<file path="config.mk">
export PLATFORM = sky130hd
export DESIGN_NAME = vertexinput_mem_arbiter
export DESIGN_NICKNAME = d
export VERILOG_FILES = /design/src/rtl/vertexinput_mem_arbiter.sv
export SDC_FILE = /design/constraint.sdc
export NUM_CORES = 1
export LEC_CHECK = 0
export CORE_AREA = 2 2 165 167
export DETAILED_ROUTE_END_ITERATION = 8
export DIE_AREA = 0 0 167 169
export GPL_TIMING_DRIVEN = 0
export PLACE_DENSITY = 0.79
export SKIP_CTS_REPAIR_TIMING = 1
export SLEW_MARGIN = 20
export SYNTH_ARGS = -nofsm -noshare
export SYNTH_HDL_FRONTEND = slang
export SYNTH_SLANG_ARGS = --single-unit
</file>
<file path="constraint.sdc">
create_clock -name clk -period 6.04 [get_ports clk]
set_input_delay 0.906 -clock clk [delete_from_list [all_inputs] [get_ports clk]]
set_output_delay 0.906 -clock clk [all_outputs]
set_load 0.05 [all_outputs]
</file>
<file path="src/rtl/vertexinput_mem_arbiter.sv">
// rtl/vertexinput_mem_arbiter.sv - round-robin arbiter sharing one register-file request port between two requesters
module vertexinput_mem_arbiter #(
    parameter int                ADDR_W         = 32,
    parameter int                DATA_W         = 32,
    parameter int                TIMEOUT_CYCLES = 64,
    parameter logic [DATA_W-1:0] ERR_DATA       = DATA_W'(32'hDEAD_BEEF)
) (
    input  logic                clk,
    input  logic                rst,
    input  logic                s0_w_req,
    input  logic [ADDR_W-1:0]   s0_w_addr,
    input  logic [DATA_W-1:0]   s0_w_data,
    input  logic [DATA_W/8-1:0] s0_w_strb,
    output logic                s0_w_ack,
    input  logic                s0_r_req,
    input  logic [ADDR_W-1:0]   s0_r_addr,
    output logic [DATA_W-1:0]   s0_r_data,
    output logic                s0_r_ack,
    output logic                s0_err,
    input  logic                s1_w_req,
    input  logic [ADDR_W-1:0]   s1_w_addr,
    input  logic [DATA_W-1:0]   s1_w_data,
    input  logic [DATA_W/8-1:0] s1_w_strb,
    output logic                s1_w_ack,
    input  logic                s1_r_req,
    input  logic [ADDR_W-1:0]   s1_r_addr,
    output logic [DATA_W-1:0]   s1_r_data,
    output logic                s1_r_ack,
    output logic                s1_err,
    output logic                m_w_req,
    output logic [ADDR_W-1:0]   m_w_addr,
    output logic [DATA_W-1:0]   m_w_data,
    output logic [DATA_W/8-1:0] m_w_strb,
    input  logic                m_w_ack,
    output logic                m_r_req,
    output logic [ADDR_W-1:0]   m_r_addr,
    input  logic [DATA_W-1:0]   m_r_data,
    input  logic                m_r_ack,
    output logic [7:0]          timeout_cnt
);

    localparam int STRB_W = DATA_W / 8;
    localparam int TCNT_W = $clog2(TIMEOUT_CYCLES) + 1;
    localparam logic [TCNT_W-1:0] TCNT_LAST = TCNT_W'(TIMEOUT_CYCLES - 1);

    typedef enum logic [1:0] {ST_IDLE, ST_WAIT, ST_RESP} state_t;

    state_t              state_q, state_d;
    logic [1:0]          rr_q, rr_d;
    logic [1:0]          grant_q, grant_d;
    logic [TCNT_W-1:0]   tcnt_q, tcnt_d;
    logic                m_w_req_q, m_w_req_d;
    logic [ADDR_W-1:0]   m_w_addr_q, m_w_addr_d;
    logic [DATA_W-1:0]   m_w_data_q, m_w_data_d;
    logic [STRB_W-1:0]   m_w_strb_q, m_w_strb_d;
    logic                m_r_req_q, m_r_req_d;
    logic [ADDR_W-1:0]   m_r_addr_q, m_r_addr_d;
    logic [3:0]          ack_q, ack_d;
    logic [1:0]          err_q, err_d;
    logic [DATA_W-1:0]   s0_r_data_q, s0_r_data_d;
    logic [DATA_W-1:0]   s1_r_data_q, s1_r_data_d;
    logic [7:0]          timeout_cnt_q, timeout_cnt_d;

    logic [3:0]          pending;
    logic [1:0]          idx;
    logic [1:0]          pick;
    logic                pick_valid;
    logic                hit;
    logic                finish;
    logic [DATA_W-1:0]   rd_val;

    always_comb begin
        state_d       = state_q;
        rr_d          = rr_q;
        grant_d       = grant_q;
        tcnt_d        = tcnt_q;
        m_w_req_d     = m_w_req_q;
        m_w_addr_d    = m_w_addr_q;
        m_w_data_d    = m_w_data_q;
        m_w_strb_d    = m_w_strb_q;
        m_r_req_d     = m_r_req_q;
        m_r_addr_d    = m_r_addr_q;
        ack_d         = '0;
        err_d         = '0;
        s0_r_data_d   = s0_r_data_q;
        s1_r_data_d   = s1_r_data_q;
        timeout_cnt_d = timeout_cnt_q;
        pending       = {s1_r_req, s1_w_req, s0_r_req, s0_w_req};
        idx           = '0;
        pick          = '0;
        pick_valid    = 1'b0;
        hit           = 1'b0;
        finish        = 1'b0;
        rd_val        = m_r_data;

        // Search starts at the rr pointer so the last-served source goes to the back of the line.
        for (int i = 0; i < 4; i++) begin
            idx = rr_q + 2'(i);
            if (!pick_valid && pending[idx]) begin
                pick_valid = 1'b1;
                pick       = idx;
            end
        end

        case (state_q)
            ST_IDLE: begin
                if (pick_valid) begin
                    grant_d = pick;
                    rr_d    = pick + 2'd1;
                    tcnt_d  = '0;
                    state_d = ST_WAIT;
                    case (pick)
                        2'd0: begin
                            m_w_req_d  = 1'b1;
                            m_w_addr_d = s0_w_addr;
                            m_w_data_d = s0_w_data;
                            m_w_strb_d = s0_w_strb;
                        end
                        2'd1: begin
                            m_r_req_d  = 1'b1;
                            m_r_addr_d = s0_r_addr;
                        end
                        2'd2: begin
                            m_w_req_d  = 1'b1;
                            m_w_addr_d = s1_w_addr;
                            m_w_data_d = s1_w_data;
                            m_w_strb_d = s1_w_strb;
                        end
                        default: begin
                            m_r_req_d  = 1'b1;
                            m_r_addr_d = s1_r_addr;
                        end
                    endcase
                end
            end
            ST_WAIT: begin
                // Odd grant indices are reads; only the ack of the issued kind completes the access.
                hit = grant_q[0] ? m_r_ack : m_w_ack;
                if (hit) begin
                    finish = 1'b1;
                end else if (tcnt_q == TCNT_LAST) begin
                    finish             = 1'b1;
                    rd_val             = ERR_DATA;
                    err_d[grant_q[1]]  = 1'b1;
                    if (timeout_cnt_q != 8'hFF) begin
                        timeout_cnt_d = timeout_cnt_q + 8'd1;
                    end
                end else begin
                    tcnt_d = tcnt_q + 1'b1;
                end
                if (finish) begin
                    m_w_req_d      = 1'b0;
                    m_r_req_d      = 1'b0;
                    ack_d[grant_q] = 1'b1;
                    state_d        = ST_RESP;
                    if (grant_q == 2'd1) begin
                        s0_r_data_d = rd_val;
                    end else if (grant_q == 2'd3) begin
                        s1_r_data_d = rd_val;
                    end
                end
            end
            ST_RESP: begin
                state_d = ST_IDLE;
            end
            default: begin
                state_d = ST_IDLE;
            end
        endcase
    end

    always_ff @(posedge clk or posedge rst) begin
        if (rst) begin
            state_q       <= ST_IDLE;
            rr_q          <= '0;
            grant_q       <= '0;
            tcnt_q        <= '0;
            m_w_req_q     <= 1'b0;
            m_w_addr_q    <= '0;
            m_w_data_q    <= '0;
            m_w_strb_q    <= '0;
            m_r_req_q     <= 1'b0;
            m_r_addr_q    <= '0;
            ack_q         <= '0;
            err_q         <= '0;
            s0_r_data_q   <= '0;
            s1_r_data_q   <= '0;
            timeout_cnt_q <= '0;
        end else begin
            state_q       <= state_d;
            rr_q          <= rr_d;
            grant_q       <= grant_d;
            tcnt_q        <= tcnt_d;
            m_w_req_q     <= m_w_req_d;
            m_w_addr_q    <= m_w_addr_d;
            m_w_data_q    <= m_w_data_d;
            m_w_strb_q    <= m_w_strb_d;
            m_r_req_q     <= m_r_req_d;
            m_r_addr_q    <= m_r_addr_d;
            ack_q         <= ack_d;
            err_q         <= err_d;
            s0_r_data_q   <= s0_r_data_d;
            s1_r_data_q   <= s1_r_data_d;
            timeout_cnt_q <= timeout_cnt_d;
        end
    end

    assign s0_w_ack    = ack_q[0];
    assign s0_r_ack    = ack_q[1];
    assign s1_w_ack    = ack_q[2];
    assign s1_r_ack    = ack_q[3];
    assign s0_err      = err_q[0];
    assign s1_err      = err_q[1];
    assign s0_r_data   = s0_r_data_q;
    assign s1_r_data   = s1_r_data_q;
    assign m_w_req     = m_w_req_q;
    assign m_w_addr    = m_w_addr_q;
    assign m_w_data    = m_w_data_q;
    assign m_w_strb    = m_w_strb_q;
    assign m_r_req     = m_r_req_q;
    assign m_r_addr    = m_r_addr_q;
    assign timeout_cnt = timeout_cnt_q;

endmodule

</file>
==> qor.yml <==
run_status: "finished clean"
synth_area_per_cell_um2: 13.3
grt_pass1_vias: 7714
route.detailed.vias_per_inst: 4.97
p_per_area_nw_per_um2: 604
place.detailed.hpwl_um: 21900
asyncSetResetFlopFracSynth_pct: 100
grt_antenna_before_repair: 1
synthesis.area_um2: 8550
comb_power_share_pct: 60.4
fillCellCount: 2325
mi_logic_area_um2: 3470
post_synth_inst_count: 644
finClkSkew_ns: 0.0181
total_die_area_um2: 28200
wire_per_inst_um: 19.3
postSynthRegisterBits: 193
max_transition_margin_pct: 34.1
first_pass_grt_wire_length_um: 43300
tns_ns: 0
worst_reg2reg_path_startpoint: "rr_q[1]"
grt_setup_unrepaired: "false"
syn-num-nets: 888
final_util_pct: 52.2
drt_pre_antenna_iters: 4
routabilityCongestion: 0.821
capture_point_of_the_worst_reg_to_reg_path: "m_w_addr[11]"
layout-drive-gt1-share_pct: 18.6
clkSinkCount: 193
grt.overflow.total: 0
yosysWarnings: 0
worst_slew_pin_slew_ns: 0.980
yosysUniqueCellTypes: 46
cts_tree: "built"
grt_start_max_net_pins: 35
maxCapViolations: 0
layout.cells.non_filler: 1440
setup_slack_ns: 2.27
power_leakage_nw: 5.53
maxSlewViolCount: 0
setup.worst_path.start: "s0_r_req"
worst-endpoint-required_ns: 6.37
fraction_of_the_core_area_occupied_by_cells_at_floorplan_pct: 32.3
postSynth.topFlopCell: "dfrtp_1"
ir_drop_v: 0.000452
reg2reg_setup_slack_ns: 2.88
worst_slack_after_detailed_placement_ns: 1.83
seq_power_share_pct: 26.7
ant_nets: 0
clkTransAtPathRegs_ns: 0.08
worstPathArrival_ns: 4.10
critPathCaptureType: "flip-flop"
area_delta_synth_final_pct: 61.8
critPathKind: "in -> reg"
synth-cells-yosys: 644
min_period_ns: 3.77
ys_seq_share_pct: 56.5
grt.total_usage_pct: 19.5
worst_r2r_path_depth: 10
rows: 60
placed_cells_incl_taps: 1409
timing_hold_violations_final: 0
ctsHtreeMaxLevel: 4
yosys-stat-area_um2: 8550
post-route-drc-count: 0
enable_flop_cells: 0
core_area_um2: 26500
clk_path_buf_depth: 2
detail_route.iter0.violations: 361
antenna_cells_inserted: 0
io-pin-count: 420
power.internal_mw: 4.33
critical_path.endpoint: "m_w_addr[11]"
power.switching_mw: 4.02
timing.critical_path.from_type: "input pin"
crit_path_max_fanout: 10
finalSetupViolations: 0
seqCellArea_um2: 4830
max_freq_mhz: 265
power.share.switching_pct: 48.2
clock_tree.root_cell: "clkbuf_16"
==> worst max-delay path: stages <==
cell	delay (ns)
clkdlybuf4s50_1	0.50
nand2b_1	0.20
o22a_1	0.17
buf_2	0.18
nand2b_1	0.12
ha_1	0.16
clkbuf_1	0.30
buf_2	0.34
clkbuf_1	0.49
mux2_2	0.44
mux2_2	0.27
==> cells in the mapped netlist (all sizes together) (5+ instances only) <==
cell,number,area (um2)
nand2b,7,43.8
a21oi,39,206
a22o,16,140
mux2,142,1610
inv,8,30.0
buf,19,106
nand2,10,37.5
nand3,8,40.0
o21ai,5,25.0
a31oi,33,206
mux2i,34,340
clkbuf,30,113
o22a,49,429
dfrtp,193,4830
==> registers in the layout (all words and copies together), names as in the netlist <==
signal       count
m_r_req          1
state_q          2
s1_r_data       32
rr_q             2
m_w_req          1
m_w_data        32
grant_q          2
err_q            2
m_r_addr        32
tcnt_q           7
ack_q            4
m_w_addr        32
s0_r_data       32
timeout_cnt      8
m_w_strb         4
==> worst min-delay path by stage <==
stage / startpoint / to / slack [ns] / depth (start not counted)
2_1_floorplan: tcnt_q[4] / tcnt_q[4] / 0.45 / 1
3_3_place_gp: m_w_req / m_w_req / 0.46 / 1
3_5_place_dp: m_w_req / m_w_req / 0.47 / 1
4_1_cts: s1_r_data[19] / s1_r_data[19] / 0.49 / 1
5_1_grt: s1_r_data[19] / s1_r_data[19] / 0.51 / 1
6_report: s1_r_data[31] / s1_r_data[31] / 0.49 / 1
==> logic make-up after synthesis <==
logic type | synth area share, %
xor+xnor | 0.307
fa+ha+maj | 0.585
simple gates | 3.50
compound gates | 13.4
mux | 22.8
buf+inv | 2.96
flops | 56.5
==> metal layers <==
| layer | global-route usage, % | up-vias | part of all wire (%) |
|---|---|---|---|
| met2 | 33.7 | 257 | 50 |
| met5 | 0 | - | 0.039 |
| met3 | 6.52 | 30 | 7.5 |
| met4 | 5.28 | 2 | 1.8 |
| met1 | 23.4 | 3566 | 41 |
| li1 | - | 3299 | - |
==> area by class of cell <==
cell class	instances	share of cell area [%]
inverters	9	0.271
multi-input cells	393	25.1
well taps	341	3.08
plain buffers	49	1.58
repair buffers	424	31.1
clock inverters	14	0.868
flip-flops and latches	193	34.9
clock buffers	17	3.08
==> stage by stage <==
step,hold slack (ns),area (um2),total power [mW]
3_3_place_gp,0.460,13200,7.23
4_1_cts,0.493,13800,8.44
6_report,0.488,13800,8.35
3_5_place_dp,0.472,13300,7.33
2_1_floorplan,0.453,8550,5.52
5_1_grt,0.506,13800,8.75
==> cells in the final DEF (no fill, tap or decap), types with 16 or more instances in the layout <==
master	count
mux2_2	140
a21oi_1	38
o22a_1	49
a31oi_1	33
a22o_1	16
mux2i_1	34
clkbuf_16	17
buf_2	16
clkdlybuf4s50_1	418
clkbuf_1	30
dfrtp_1	193
==> power by group through the flow <==
stage,Clock (mW),Combinational (mW),Sequential [mW]
final,1.08,5.05,2.23
after global placement,0,5.01,2.22
after detailed placement,0,5.08,2.25
after CTS,1.12,5.09,2.23
after global routing,1.17,5.27,2.31
after floorplan,0,1.34,4.18
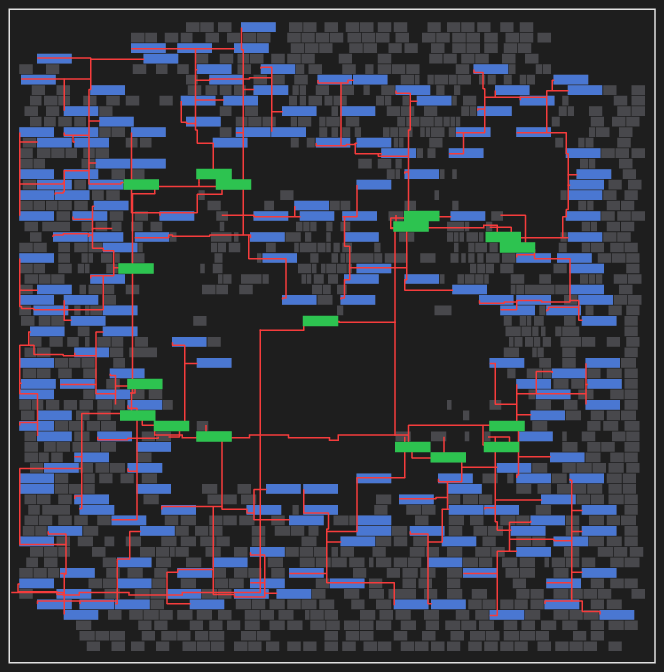
(routed clock nets over the placement)
Key: clock wires = red [length 2,550 um]; cells driving clock nets = green [count 17]; flip-flops = blue [count 193]
Position of the flops: spread over the die.
insertion delay of the later-clocked pin in the worst-skew pair: 0.43 ns
clock network power: 1.08 mW
share of total power in the clock network: 12.9%

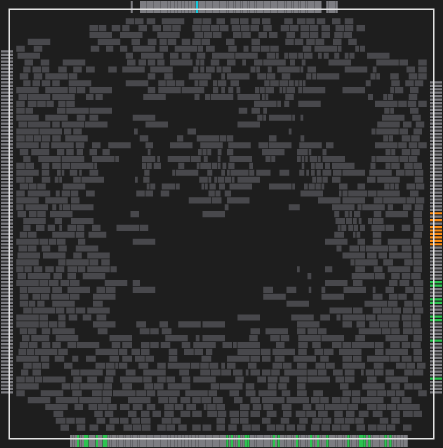
(pin map)
Pins as bars across the die edge, other pins in grey.
Key: m_r_req = cyan [pins 1, direction output, edge north]; timeout_cnt = orange [pins 8, direction output, edge east]; s1_w_data = green [pins 32, direction input, edge 24 south, 8 east]
All pins by edge: 145 south, 100 west, 91 east, 84 north.
die x size: 167 um
number of port buffers: 418

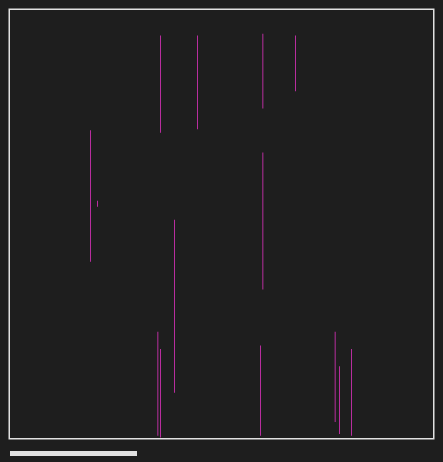
(metal 4)
Scale bar: 50 um.
The longest straight run is 68.0 um. The layer holds 1.8% of the routed length. The layer carries 508 um of wire.
Vias: 7,154
Total Routed Length: 27,900 um

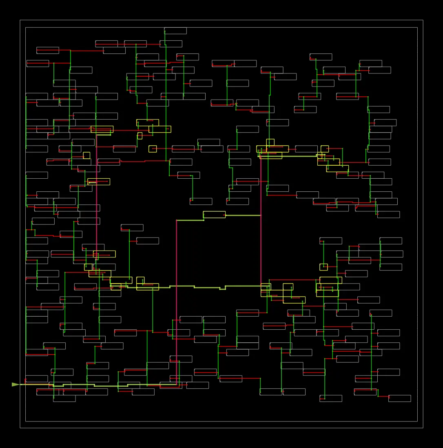
(clock nets)
clock buffers created by TritonCTS: 17
Flop Count: 193

Power figures rest on the tool's default switching activity, not on a simulated workload.
